<file path="config.mk">
export PLATFORM = sky130hd
export DESIGN_NAME = dimension_scaler
export DESIGN_NICKNAME = d
export VERILOG_FILES = /design/src/rtl/dim_scaler_pkg.sv /design/src/rtl/restoring_div_core.sv /design/src/rtl/dimension_scaler.sv
export SDC_FILE = /design/constraint.sdc
export NUM_CORES = 1
export LEC_CHECK = 0
export CORE_UTILIZATION = 52
export DETAILED_ROUTE_END_ITERATION = 16
export PLACE_DENSITY = 0.77
export SLEW_MARGIN = 0
export SYNTH_ARGS = -nofsm -noshare
export SYNTH_HDL_FRONTEND = slang
export SYNTH_SLANG_ARGS = --single-unit
</file>
<file path="constraint.sdc">
create_clock -name clk -period 5.01 [get_ports clk]
set_clock_uncertainty 0.05 [all_clocks]
set_input_delay 1.503 -clock clk [delete_from_list [all_inputs] [get_ports clk]]
set_output_delay 1.503 -clock clk [all_outputs]
set_load 0.005 [all_outputs]
</file>
<file path="src/rtl/dim_scaler_pkg.sv">
// dim_scaler_pkg: shared FSM states and sizing helpers for dimension_scaler.
package dim_scaler_pkg;

    typedef enum logic [2:0] {IDLE, LOAD, DIVIDE, STORE, DONE} state_e;

    function automatic int dividend_bits(input int coord_bits, input int num_bits);
        return coord_bits + num_bits;
    endfunction

    function automatic int per_request_latency(input int channels, input int d);
        return channels * (d + 2);
    endfunction

endpackage

</file>
<file path="src/rtl/restoring_div_core.sv">
// restoring_div_core: serial restoring divider, one quotient bit per cycle, MSB first.
// A zero divisor naturally yields an all-ones quotient; the parent flags that case.
module restoring_div_core #(
    parameter int DIVIDEND_BITS = 20,
    parameter int DIVISOR_BITS  = 4
) (
    input  logic                     clk,
    input  logic                     rst,
    input  logic                     start_i,
    input  logic [DIVIDEND_BITS-1:0] dividend_i,
    input  logic [DIVISOR_BITS-1:0]  divisor_i,
    output logic                     busy_o,
    output logic                     done_o,
    output logic [DIVIDEND_BITS-1:0] quotient_o,
    output logic [DIVISOR_BITS-1:0]  remainder_o
);

    localparam int CW = $clog2(DIVIDEND_BITS + 1);

    logic [DIVIDEND_BITS-1:0] quo_q;
    logic [DIVISOR_BITS-1:0]  rem_q;
    logic [DIVISOR_BITS-1:0]  div_q;
    logic [CW-1:0]            cnt_q;
    logic                     busy_q;
    logic [DIVISOR_BITS:0]    shift_w;
    logic [DIVISOR_BITS:0]    trial_w;
    logic                     ge_w;

    always_comb begin
        shift_w = {rem_q, quo_q[DIVIDEND_BITS-1]};
        ge_w    = shift_w >= {1'b0, div_q};
        trial_w = shift_w - {1'b0, div_q};
    end

    always_ff @(posedge clk) begin
        if (rst) begin
            busy_q <= 1'b0;
            cnt_q  <= '0;
            quo_q  <= '0;
            rem_q  <= '0;
            div_q  <= '0;
        end else if (start_i) begin
            busy_q <= 1'b1;
            cnt_q  <= CW'(DIVIDEND_BITS);
            quo_q  <= dividend_i;
            rem_q  <= '0;
            div_q  <= divisor_i;
        end else if (busy_q) begin
            quo_q  <= {quo_q[DIVIDEND_BITS-2:0], ge_w};
            rem_q  <= ge_w ? trial_w[DIVISOR_BITS-1:0] : shift_w[DIVISOR_BITS-1:0];
            cnt_q  <= cnt_q - CW'(1);
            busy_q <= cnt_q != CW'(1);
        end
    end

    // done marks the cycle whose closing edge completes the final iteration
    assign done_o      = busy_q && cnt_q == CW'(1);
    assign busy_o      = busy_q;
    assign quotient_o  = quo_q;
    assign remainder_o = rem_q;

endmodule

</file>
<file path="src/rtl/dimension_scaler.sv">
// dimension_scaler: y = floor((x-1)*num/den) + 1 per channel, with one shared serial divider.
module dimension_scaler
    import dim_scaler_pkg::*;
#(
    parameter int COORD_BITS = 16,
    parameter int NUM_BITS   = 4,
    parameter int DEN_BITS   = 4,
    parameter int CHANNELS   = 2
) (
    input  logic                           clk,
    input  logic                           rst,
    input  logic                           flush_i,
    input  logic                           in_valid_i,
    output logic                           in_ready_o,
    input  logic [CHANNELS*COORD_BITS-1:0] in_dim_i,
    input  logic [NUM_BITS-1:0]            in_num_i,
    input  logic [DEN_BITS-1:0]            in_den_i,
    output logic                           out_valid_o,
    input  logic                           out_ready_i,
    output logic [CHANNELS*COORD_BITS-1:0] out_dim_o,
    output logic [CHANNELS-1:0]            out_error_o
);

    localparam int D    = dividend_bits(COORD_BITS, NUM_BITS);
    localparam int CH_W = CHANNELS > 1 ? $clog2(CHANNELS) : 1;
    localparam logic [COORD_BITS-1:0] MAX = '1;

    state_e                         state_q;
    logic [CH_W-1:0]                ch_q;
    logic [CHANNELS*COORD_BITS-1:0] dim_q;
    logic [NUM_BITS-1:0]            num_q;
    logic [DEN_BITS-1:0]            den_q;
    logic [CHANNELS*COORD_BITS-1:0] out_dim_q;
    logic [CHANNELS-1:0]            out_err_q;
    logic                           out_valid_q;
    logic                           in_ready_q;

    logic [COORD_BITS-1:0] x_w;
    logic [D-1:0]          dividend_w;
    logic [D-1:0]          quo_w;
    logic                  sat_w;
    logic                  err_w;
    logic [COORD_BITS-1:0] res_w;
    logic                  div_done;
    logic                  div_busy;
    logic [DEN_BITS-1:0]   div_rem;
    logic                  unused_div;

    always_comb begin
        x_w        = dim_q[ch_q*COORD_BITS +: COORD_BITS];
        dividend_w = (x_w == '0) ? '0 : (D'(x_w) - D'(1)) * D'(num_q);
        sat_w      = quo_w >= D'(MAX);
        err_w      = den_q == '0 || sat_w;
        res_w      = (den_q == '0 || x_w == '0) ? '0 : sat_w ? MAX : quo_w[COORD_BITS-1:0] + COORD_BITS'(1);
    end

    restoring_div_core #(
        .DIVIDEND_BITS(D),
        .DIVISOR_BITS (DEN_BITS)
    ) u_div (
        .clk        (clk),
        .rst        (rst),
        .start_i    (state_q == LOAD),
        .dividend_i (dividend_w),
        .divisor_i  (den_q),
        .busy_o     (div_busy),
        .done_o     (div_done),
        .quotient_o (quo_w),
        .remainder_o(div_rem)
    );

    assign unused_div = ^{div_rem, div_busy};

    always_ff @(posedge clk) begin
        if (rst) begin
            state_q     <= IDLE;
            ch_q        <= '0;
            dim_q       <= '0;
            num_q       <= '0;
            den_q       <= '0;
            out_dim_q   <= '0;
            out_err_q   <= '0;
            out_valid_q <= 1'b0;
            in_ready_q  <= 1'b1;
        end else if (flush_i) begin
            state_q     <= IDLE;
            out_dim_q   <= '0;
            out_err_q   <= '0;
            out_valid_q <= 1'b0;
            in_ready_q  <= 1'b1;
        end else begin
            case (state_q)
                IDLE: if (in_valid_i) begin
                    dim_q      <= in_dim_i;
                    num_q      <= in_num_i;
                    den_q      <= in_den_i;
                    ch_q       <= '0;
                    out_dim_q  <= '0;
                    out_err_q  <= '0;
                    in_ready_q <= 1'b0;
                    state_q    <= LOAD;
                end
                LOAD:   state_q <= DIVIDE;
                DIVIDE: if (div_done) state_q <= STORE;
                STORE: begin
                    out_dim_q[ch_q*COORD_BITS +: COORD_BITS] <= res_w;
                    out_err_q[ch_q] <= err_w;
                    if (ch_q == CH_W'(CHANNELS - 1)) begin
                        out_valid_q <= 1'b1;
                        state_q     <= DONE;
                    end else begin
                        ch_q    <= ch_q + CH_W'(1);
                        state_q <= LOAD;
                    end
                end
                DONE: if (out_ready_i) begin
                    out_valid_q <= 1'b0;
                    in_ready_q  <= 1'b1;
                    state_q     <= IDLE;
                end
                default: state_q <= IDLE;
            endcase
        end
    end

    assign in_ready_o  = in_ready_q;
    assign out_valid_o = out_valid_q;
    assign out_dim_o   = out_dim_q;
    assign out_error_o = out_err_q;

endmodule

</file>
**Run 1: routed metal per tile**

Scale: 3 px per um. 25 x 25 tiles, from dark purple (low) to yellow (high), scaled to the fullest tile. Values are wire area over tile area, all layers added.
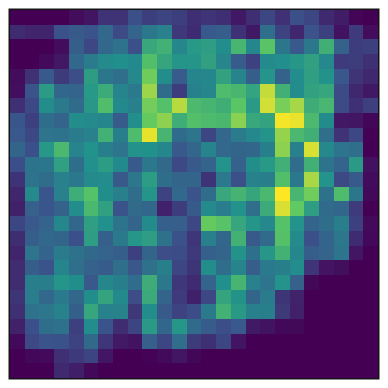
mean over tiles: 0.19
tiles over half the peak: 21%
densest ninth of the die: top middle
nearly empty tiles: 14%

**Run 1: cell classes on the final placement**

Scale: 4 px per um.
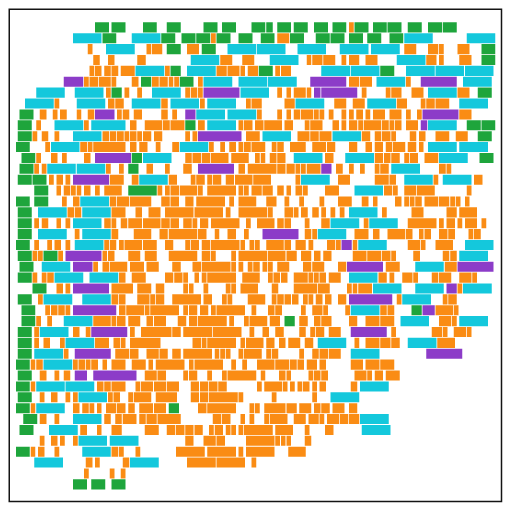
[green] remaining buffers and delay cells | cells: 90 | share of their area: 9.9%
[purple] clock drivers and dummy loads | cells: 32 | share of their area: 7.2%
[cyan] sequential cells | cells: 114 | share of their area: 26%
[orange] combinational and other logic | cells: 780 | share of their area: 57%
final core utilization: 65.21%
final instance area: 9158 sq um

**Run 1: clock nets**

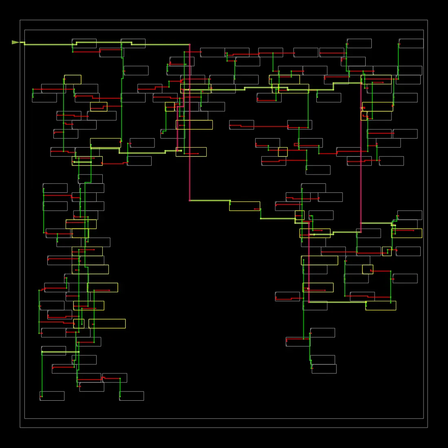
TritonCTS Buffers: 17
Clock Power: 1.31 mW

==> run 1: power by group <==
group	switching (mW)	internal, mW	leakage [nW]	total (mW)
combinational	0.249	0.179	2.37	0.428
clock	0.438	0.872	0.305	1.31
sequential	0.0385	0.933	0.925	0.971
total	0.726	1.98	3.60	2.71
==> run 1: state kept, by name (all words and copies together), names as in the netlist <==
| signal | cells |
|---|---|
| in_ready_o | 1 |
| u_div.quotient_o | 20 |
| state_q | 3 |
| u_div.remainder_o | 4 |
| out_error_o | 2 |
| out_valid_o | 1 |
| num_q | 4 |
| out_dim_o | 32 |
| u_div.div_q | 4 |
| ch_q | 1 |
| u_div.cnt_q | 5 |
| dim_q | 32 |
| u_div.busy_o | 1 |
| den_q | 4 |
==> run 1: area by class of cell <==
type	instances	area (sq um)	area share, %
well taps	180	225.2	2.459
clock inverters	12	177.7	1.940
repair buffers	90	883.3	9.646
multi-input cells	704	4833	52.78
flip-flops and latches	114	2286	24.96
clock buffers	20	466.7	5.096
inverters	76	285.3	3.115
==> run 1: routing by layer <==
layer / global-route usage (%) / vias to the layer above
met3: 5.437 / 28
li1: - / 3308
met1: 32.56 / 3162
met5: 0 / -
met4: 9.680 / 0
met2: 39.61 / 163
==> run 1: worst min-delay path: stages, from the launching register on <==
cell     delay, ps
dfxtp_1        310
nand2_1         50
a21oi_1         50
==> run 1: cell families (layout without fill, tap and decap cells) <==
kind of cell | count (synthesis) | in the layout | synth area share, %
flops | 114 | 114 | 30.14
mux | 35 | 35 | 4.809
simple gates | 377 | 377 | 24.54
xor+xnor | 36 | 36 | 4.264
fa+ha+maj | 62 | 62 | 13.62
buf+inv | 122 | 198 | 6.462
compound gates | 194 | 194 | 16.16
==> run 1: final timing paths <==
| kind | start | end | slack [ps] |
|---|---|---|---|
| min reg2reg | u_div.div_q[2] | u_div.div_q[2] | 410 |
| max | ch_q | u_div.quotient_o[17] | 270 |
| max reg2reg | ch_q | u_div.quotient_o[17] | 270 |
| min | u_div.div_q[2] | u_div.div_q[2] | 410 |
==> run 1: synthesized netlist by cell type (all sizes together) (3+ instances only) <==
cell type    n  share of area [%]
a211oi       5               0.50
a21o         3               0.30
a21oi       86                5.7
a22o        16                1.9
a22oi       13                1.3
a31o         3               0.35
a31oi        7               0.58
a32o         3               0.40
and2        35                2.9
and3         6               0.50
buf         10               0.91
clkbuf      36                1.8
dfxtp      114                 30
fa          34                9.0
ha          28                4.6
inv         76                3.8
mux2i       34                4.7
nand2      139                6.9
nand2b      15                1.2
nand3       12               0.79
nand4        6               0.50
nor2        80                4.0
nor2b       21                1.7
nor3        28                1.9
nor3b       11                1.4
nor4        10                1.3
o21a         3               0.30
o21ai       29                2.0
o221ai       3               0.59
o22ai        7               0.58
or2          3               0.25
or3          5               0.41
xnor2       27                3.2
xor2         9                1.0
==> results.py, run 1 <==
# Physical implementation metrics
metrics = {
    "synthesis": {
        "ys_seq_share_pct": 30.14,
        "ys_ff": 114,
        "ys_chip_area_sq_um": 7571,
        "ff_type": "dfxtp_1",
        "synth-warning-count": 0,
        "syn_nets": 1047,
        "edf_count": 0,
        "async_reset_ff_share_pct": 0,
        "ys_cells": 940,
        "synth_cell_types": 63,
        "syn_avg_cell_area_sq_um": 8.054,
    },
    "final_layout": {
        "nets": 1110,
        "layout_top_cells": "139 x nand2_1, 113 x dfxtp_1, 86 x a21oi_1, 79 x nor2_1, 79 x clkdlybuf4s50_1",
        "syn_to_final_growth_pct": 20.96,
        "layout_top_cell": "nand2_1",
        "num-fill-cells": 1185,
        "num_antenna_cells": 0,
        "drive_gt1_share_pct": 7.185,
        "fin_cells": 1196,
    },
    "route": {
        "wl_met1_um": 8090,
        "vias_per_cell": 5.569,
        "routedWlPerCell_um": 14.65,
        "first_pass_iters": 5,
        "wl_met2_um": 8236,
        "wl_met3_um": 824,
        "ant_nets": 0,
        "finalWirelength_um": 17520,
        "first_iter_violations": 470,
        "vias": 6661,
        "drc": 0,
    },
    "clocking": {
        "htree_levels": 4,
        "clock_latency_ps": 420,
        "clkSlewWorstSetupHoldPaths_ps": 60,
        "cts_resized": 0,
        "clock_path_buffers": 2,
        "ctsHoldBuffers": 0,
        "cts_root_buffer": "clkbuf_16",
        "postCtsSetupRepairBufs": 0,
        "cts_tree": "yes",
    },
    "die": {
        "die_area_sq_um": 15050,
        "die_w_um": 122.7,
        "fp_util_pct": 53.92,
        "io-pin-count": 81,
        "fp.coreArea_sq_um": 14040,
        "die_y_um": 122.7,
    },
    "place": {
        "dpl_worst_slack_ps": 167.0,
        "dp_cells": 1164,
        "dp_hpwl_um": 12930,
        "io_buffers": 80,
        "gp_congestion": 0.8821,
        "placement.cell_area_sq_um": 8482,
    },
    "global_route": {
        "grt_first_pass_wirelength_um": 29640,
        "grtUsageTotal_pct": 24.82,
        "grt_max_degree": 43,
        "grt_overflow_total": 0,
        "antenna_found_initial": 0,
        "grt_pass1_vias": 6368,
    },
    "sta": {
        "finalHoldViolations": 0,
        "setup_slack_ps": 268.6,
        "finalCritPeriodShare_pct": 94.64,
        "rsz0062_at_grt": "false",
        "slew_violations": 0,
        "hold_ws_ps": 407.0,
        "setup-tns-final_ps": 0,
        "worst-slew-pin-transition_ps": 1080,
        "period_needed_ps": 4741,
        "slew_headroom_pct": 27.67,
        "finalSetupViolCount": 0,
    },
    "critical_path": {
        "start_kind": "register",
        "cp-end-kind": "register",
        "crit_chain": "buf_12 -> nor3b_2 -> o221ai_2 -> or2_2 -> xor2_1 -> and2_1 -> fa_1 -> inv_1 -> fa_1 -> inv_1 -> ha_1 -> a21o_1 -> nand3_1 -> nand2_1 -> a31o_2 -> or3_1 -> a31o_2",
        "cp_max_fo": 42,
        "critPathSlowestCell": "fa_1",
        "slowest_delay_ps": 520,
        "path_depth": 17,
        "crit_family": "adder cells",
        "worstSetupPathType": "register to register",
        "reg2reg_depth": 17,
        "critPathRequiredTime_ps": 5260,
        "arrival_ps": 5000,
    },
    "pwr": {
        "powerDensity_nw_per_um2": 295.9,
        "ir_drop_mv": 0.2448,
        "p_leak_nw": 3.598,
        "finalPower_mw": 2.710,
    },
    "flow_run": {
        "tool_warnings": 27,
        "max_cap_viol_count": 0,
    },
    "hold_path": {
        "hold_class": "register to register",
        "whs_path_depth": 2,
    },
    "status": {
        "status": "finished, final reports clean",
    },
}
**Run 1: the metal 3 layer**

Scale: 3 px per um.
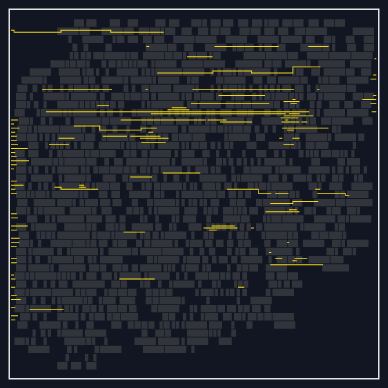

==> run 2: changes to the inputs <==
SLEW_MARGIN = 40   (was 0)
**Run 2: the metal 3 layer**

Scale: 3 px per um.
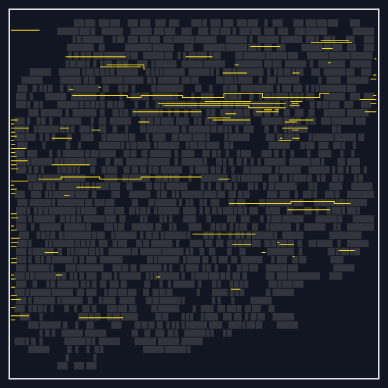
longest straight run: 42.3 um
nets with wire on the layer: 78

==> run 2 against run 1 <==
Sequential cell count unchanged. Die size unchanged. Critical path depth unchanged. Synthesized cell count unchanged. First-iteration DRC count decreased by 20%. Global-route usage increased by 0.12 points. Final area decreased by 0.11%. Largest power group unchanged. Highest routed layer unchanged.
==> results.py, run 2 <==
# Physical implementation metrics
metrics = {
    "route": {
        "vias": 6630,
        "first_pass_iters": 5,
        "routedWlPerCell_um": 14.71,
        "first_iter_violations": 375,
        "vias_per_cell": 5.548,
        "finalWirelength_um": 17580,
        "ant_nets": 0,
        "drc": 0,
    },
    "critical_path": {
        "critPathRequiredTime_ps": 5270,
        "worstSetupPathType": "register to register",
        "cp_max_fo": 42,
        "cp-end-kind": "register",
        "arrival_ps": 5000,
        "ff2ff_setup_slack_ps": 270,
        "start_kind": "register",
    },
    "sta": {
        "slew_headroom_pct": 51.46,
        "finalCritPeriodShare_pct": 94.57,
        "finalSetupViolCount": 0,
        "setup-tns-final_ps": 0,
        "fmax_mhz": 211.1,
        "slew_violations": 0,
        "period_needed_ps": 4738,
        "finalHoldViolations": 0,
        "worst-slew-pin-transition_ps": 721.4,
    },
    "synthesis": {
        "postSynthCellCount": 940,
        "mux_share_pct": 4.809,
        "yosysTopAreaCell": "dfxtp_1",
        "syn_nets": 1047,
        "synth_cell_types": 63,
        "ys_sh_adder_pct": 13.62,
        "synthTopLogicFamily": "simple AND/OR/NAND/NOR gates",
        "ys_chip_area_sq_um": 7571,
        "top_cell": "nand2_1",
        "synth-warning-count": 0,
        "yosys-top-cells-area": "dfxtp_1 30%, fa_1 9.0%, nand2_1 6.9%, a21oi_1 5.7%, ha_1 4.6%",
        "synth-simple-area-share_pct": 24.54,
        "ys_cells": 940,
        "ys_seq_share_pct": 30.14,
        "ys_ff": 114,
        "async_reset_ff_share_pct": 0,
        "ff_type": "dfxtp_1",
        "syn-cell-area_sq_um": 7571,
        "yosysTopAreaCellShare_pct": 30.14,
        "xor_share_pct": 4.264,
        "synthTopCellsByCount": "139 x nand2_1, 114 x dfxtp_1, 86 x a21oi_1",
        "syn_avg_cell_area_sq_um": 8.054,
        "edf_count": 0,
        "yosys.area_share.aoi_pct": 16.16,
    },
    "final_layout": {
        "final_area_sq_um": 9148,
        "comb_area_sq_um": 4841,
        "drive_gt1_share_pct": 6.995,
        "layout_top_cell": "nand2_1",
        "num_antenna_cells": 0,
        "syn_to_final_growth_pct": 20.82,
        "register_area_sq_um": 2286,
        "num-fill-cells": 1195,
        "nets": 1110,
        "layout_top_cells": "139 x nand2_1, 113 x dfxtp_1, 86 x a21oi_1, 79 x nor2_1, 79 x clkdlybuf4s50_1",
    },
    "die": {
        "io-pin-count": 81,
        "fp.coreArea_sq_um": 14040,
        "die_y_um": 122.7,
        "fp_util_pct": 53.92,
        "die_area_sq_um": 15050,
        "num_rows": 43,
        "die_w_um": 122.7,
    },
    "hold_path": {
        "hold_class": "register to register",
    },
    "global_route": {
        "grt_max_degree": 43,
        "grt_overflow_total": 0,
        "grtUsageTotal_pct": 24.94,
        "grt_pass1_vias": 6342,
        "grt_first_pass_wirelength_um": 29750,
        "antenna_found_initial": 0,
    },
    "place": {
        "dp_hpwl_um": 12880,
        "placement.cell_area_sq_um": 8501,
        "gp_congestion": 0.8821,
        "io_buffers": 80,
    },
    "clocking": {
        "cts_made_buffers": 17,
        "cts.sinks": 114,
        "clock_path_buffers": 2,
        "htree_levels": 4,
        "postCtsSetupRepairBufs": 0,
        "ctsHoldBuffers": 0,
        "clock_latency_ps": 420,
        "clkSlewWorstSetupHoldPaths_ps": 50,
        "cts_tree": "yes",
        "cts_root_buffer": "clkbuf_16",
    },
    "pwr": {
        "p_leak_nw": 3.600,
        "powerDensity_nw_per_um2": 293.4,
        "ir_drop_mv": 0.2464,
    },
    "status": {
        "status": "finished, final reports clean",
    },
    "flow_run": {
        "max_cap_viol_count": 0,
        "tool_warnings": 27,
    },
}
==> run 2: stage by stage <==
stage                     util [%]  power (mW)  std cells  setup slack, ps  hold slack, ps
after floorplan                  -       1.290        940            57.59           386.3
after global placement       60.40       1.402       1164            277.7           392.7
after detailed placement     60.54       1.415       1164            174.1           399.3
after CTS                    65.00       2.691       1195            150.8           406.5
after global routing         65.14       2.797       1195          -0.4166           434.0
final                        65.14       2.684       1195            272.2           403.5
==> run 2: cell type report <==
class / instances / area share (%)
flip-flops and latches: 114 / 24.99
multi-input cells: 704 / 52.92
clock buffers: 21 / 5.143
clock inverters: 10 / 1.710
inverters: 76 / 3.119
repair buffers: 90 / 9.657
well taps: 180 / 2.462
==> run 2: what timing repair did <==
item | in CTS | in global routing
setup endpoints to repair | 0 | 6
hold endpoints to repair | 0 | 0
resized | 0 | 4
==> run 2: path summary, 6_finish.rpt <==
kind / depth (start not counted) / endpoint / startpoint
hold / removal: 2 / u_div.div_q[2] / u_div.div_q[2]
setup reg to reg: 17 / u_div.quotient_o[17] / ch_q
setup / recovery: 17 / u_div.quotient_o[17] / ch_q
hold reg to reg: 2 / u_div.div_q[2] / u_div.div_q[2]
==> run 2: logic make-up (layout without fill, tap and decap cells) <==
kind of cell / count (synthesis) / count (layout)
buf+inv: 122 / 197
fa+ha+maj: 62 / 62
flops: 114 / 114
mux: 35 / 35
xor+xnor: 36 / 36
compound gates: 194 / 194
simple gates: 377 / 377
==> run 2: metal layers <==
metal | GRT usage, % | wire [um] | up-vias
li1 | - | - | 3318
met1 | 33.30 | 8195 | 3140
met2 | 39.96 | 8373 | 148
met3 | 4.833 | 691 | 24
met4 | 8.918 | 324 | 0
met5 | 0 | 0 | -
==> run 2: report_power, final <==
group          total (mW)  internal [mW]  switching, mW
clock                1.28          0.864          0.419
sequential          0.972          0.933         0.0389
combinational       0.428          0.179          0.249
total                2.68           1.98          0.707
==> run 2: worst max-delay path: stages, from the launching register on <==
cell and delay [ps]:
dfxtp_4 420, buf_12 220, nor3b_1 260, o221ai_2 210, or2_2 350, xor2_1 200, and2_1 190, fa_1 490
inv_1 50, fa_1 520, inv_1 40, ha_1 360, a21o_1 220, nand3_1 80, nand2_1 100, a31o_2 260
or3_1 340, a31o_2 230
Power figures rest on the tool's default switching activity, not on a simulated workload.
